==> config.mk <==
export PLATFORM = sky130hd
export DESIGN_NAME = clb128_round_seq
export DESIGN_NICKNAME = d
export VERILOG_FILES = /design/src/rtl/clb128_pkg.sv /design/src/rtl/clb128_round_seq.sv
export SDC_FILE = /design/constraint.sdc
export NUM_CORES = 1
export LEC_CHECK = 0
export ABC_AREA = 0
export ABC_CLOCK_PERIOD_IN_PS = 1500
export CAP_MARGIN = 20
export CORE_AREA = 2 2 208 210
export DETAILED_ROUTE_END_ITERATION = 7
export DIE_AREA = 0 0 210 212
export HOLD_SLACK_MARGIN = 0.02
export SETUP_SLACK_MARGIN = 0.1
export SYNTH_ARGS = -nofsm -noshare
export SYNTH_HDL_FRONTEND = slang
export SYNTH_SLANG_ARGS = --single-unit
==> constraint.sdc <==
create_clock -name clk -period 1.5 [get_ports clk]
set_clock_uncertainty 0.05 [all_clocks]
set_input_delay 0.225 -clock clk [delete_from_list [all_inputs] [get_ports clk]]
set_output_delay 0.225 -clock clk [all_outputs]
set_load 0.01 [all_outputs]
### Cell classes on the final placement

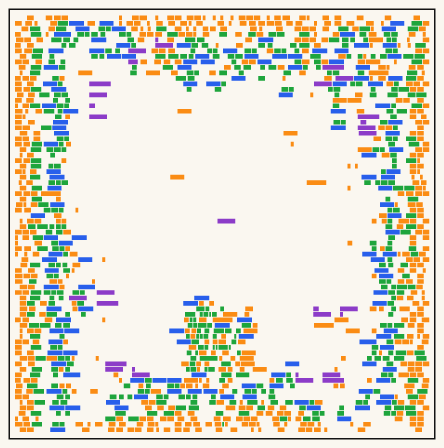
- other buffers and delay cells: orange (cells 617; share of their area 43%)
- clock drivers and dummy loads: purple (cells 31; share of their area 4.8%)
- combinational and other logic: green (cells 433; share of their area 32%)
- flops: blue (cells 136; share of their area 20%)
Core ar.: 42500 um^2
fin area: 14500 um^2

### Cell placement

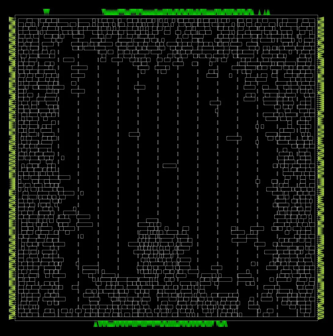
number of well taps: 546
Seq/total area: 19.2%
final non-filler cell total: 1763

### Signal wires on met3

Bar = 50 um.
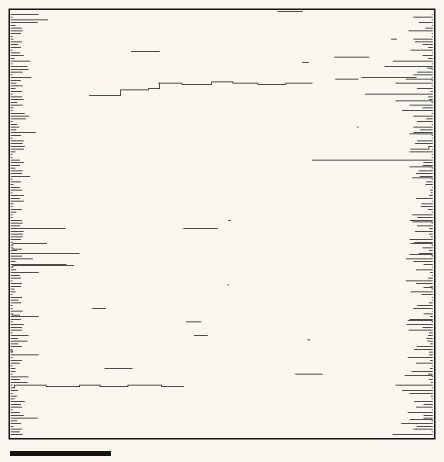
- nets with wire on the layer: 315
- wire length on this layer: 2190 um
- main direction: horizontal
- share of all routed wire: 6.9%
- longest straight run: 59.6 um
WL final: 31700 um
M3 GR Usage: 4.37%
via count: 7774

### Sequential cells grouped by signal name

Bar = 50 um.
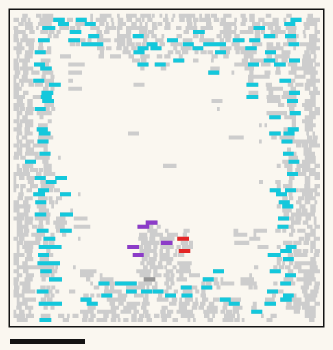
- `cnt_q`: purple (placed flops 5; where bottom middle)
- `out_data`: cyan (placed flops 128; where all over the die)
- `fsm_q`: red (placed flops 2)
sequential cell power: 4.15 mW
Final Util: 34.2%

==> impl_metrics.json <==
{
  "top_cells_by_area": "dfxtp_1, o311a_1, buf_4, o21bai_1, mux2_2",
  "ys_cells": 785,
  "power_switching_mw": 3.27,
  "power_frac_seq_pct": 33.5,
  "reg2reg_slack_ns": -0.24,
  "top_cell_area_share_pct": 32.7,
  "status": "finished, violations left",
  "hpwlAfterDp_um": 24100,
  "total_power_mw": 12.4,
  "worst-path-buf-inv": 3,
  "drcViolationCount": 0,
  "gp_congestion": 0.758,
  "largest_cell_class": "buffers",
  "finalSetupViolCount": 133,
  "violations": "negative setup slack",
  "pre_cts_ws_ns": -0.270,
  "synth_chip_area_um2": 8320,
  "ys_types": 35,
  "nFillCells": 4287,
  "fp.dieW_um": 210,
  "clockBufferDepth": 2,
  "drive_gt1_share_pct": 38.5,
  "grt-ovfl-total": 0,
  "ir_drop_uv": 608,
  "comb_cells": 429,
  "place_inst": 1720,
  "hold_viol": 0,
  "edf_count": 0,
  "fp_util_pct": 19.6,
  "timing.final.crit_share_pct": 116,
  "yosysTopAreaCell": "dfxtp_1",
  "ys_seq_share_pct": 32.7,
  "grt_pass1_wl_um": 45600,
  "synth.avg_cell_area_um2": 10.6,
  "min_period_ns": 1.74,
  "path_clk_slew_ns": 0.06,
  "cp_num_cells": 6,
  "num-nonclk-inverters": 4,
  "p_int_mw": 9.11,
  "clkSinkCount": 136,
  "seq_cells": 136,
  "synthFlopType": "dfxtp_1",
  "top_cell": "dfxtp_1",
  "leakagePower_nw": 6.09,
  "crit_required_ns": 1.78,
  "first_pass_iters": 4,
  "synthCells": 785,
  "min_path_cells": 2,
  "area_growth_pct": 74.4,
  "io_buffers": 526,
  "cts_max_level": 4,
  "viasPerCell": 4.41,
  "crit_fanout": 6,
  "synth.net_count": 1050,
  "fin_ws_ns": -0.237,
  "ys_seq_elements": 136,
  "power_density_nw_per_um2": 853,
  "clkCellAreaFrac_pct": 4.59,
  "rows": 76,
  "cts_root_buf": "clkbuf_16",
  "signal_buffers": 617,
  "p_clk_share_pct": 39.1,
  "postSynth.asyncResetShare_pct": 0,
  "grt_max_degree": 71,
  "n_antenna_cell": 0,
  "worstPathArrival_ns": 2.02
}
cells in the final DEF (no fill, tap or decap), types with 3 or more instances in the layout:
master	n
dfxtp_2	45
buf_2	28
nand3b_1	3
o311a_1	128
dlygate4sd2_1	11
buf_4	52
mux2_2	29
buf_12	19
clkbuf_16	17
buf_8	6
clkinv_2	4
dfxtp_4	4
dfxtp_1	87
a31oi_1	3
mux2_4	99
o21bai_1	128
clkdlybuf4s15_2	45
clkdlybuf4s50_1	259
clkinv_4	3
clkdlybuf4s15_1	102
clkbuf_2	74
buf_6	15
bufinv_16	6
buf_16	5
through the flow:
step	utilization, %	hold WS (ns)
floorplan	-	0.344
global placement	32.4	0.520
detailed placement	32.4	0.531
CTS	34.5	0.0605
global route	34.2	0.0757
finish	34.2	0.104
cell families (layout without fill, tap and decap cells):
group                      count (synthesis)  after routing  synth area share [%]
and+or+nand+nor                           21             21                  1.55
AOI/OAI and AO/OA                        272            272                  28.2
muxes                                    130            130                  20.0
xor gates and xnor gates                   3              3                 0.316
buffers and inverters                    220            652                  16.8
adders and majority gates                  3              3                 0.451
DFF                                      136            136                  32.7
power by group through the flow:
stage,Sequential [mW],Clock [mW],Combinational [mW]
final,4.15,4.84,3.39
after global routing,4.18,5.18,3.64
after CTS,4.15,5.02,3.44
after detailed placement,4.21,0,3.60
after global placement,4.21,0,3.57
after floorplan,4.25,0,1.67
per-layer routing:
layer,vias up,track usage [%],part of all wire (%)
li1,3715,-,-
met1,3710,15.6,42
met2,334,24.4,50
met3,15,4.37,6.9
met4,0,3.62,0.92
met5,-,0,0
what timing repair did:
item	in CTS	in global routing
endpoints found under the hold margin	0	0
gates cloned	4	0
hold buffers	0	0
pin swaps	6	4
resized	644	197
buffers inserted	6	3
endpoints found under the setup margin	393	279
Power figures rest on the tool's default switching activity, not on a simulated workload.
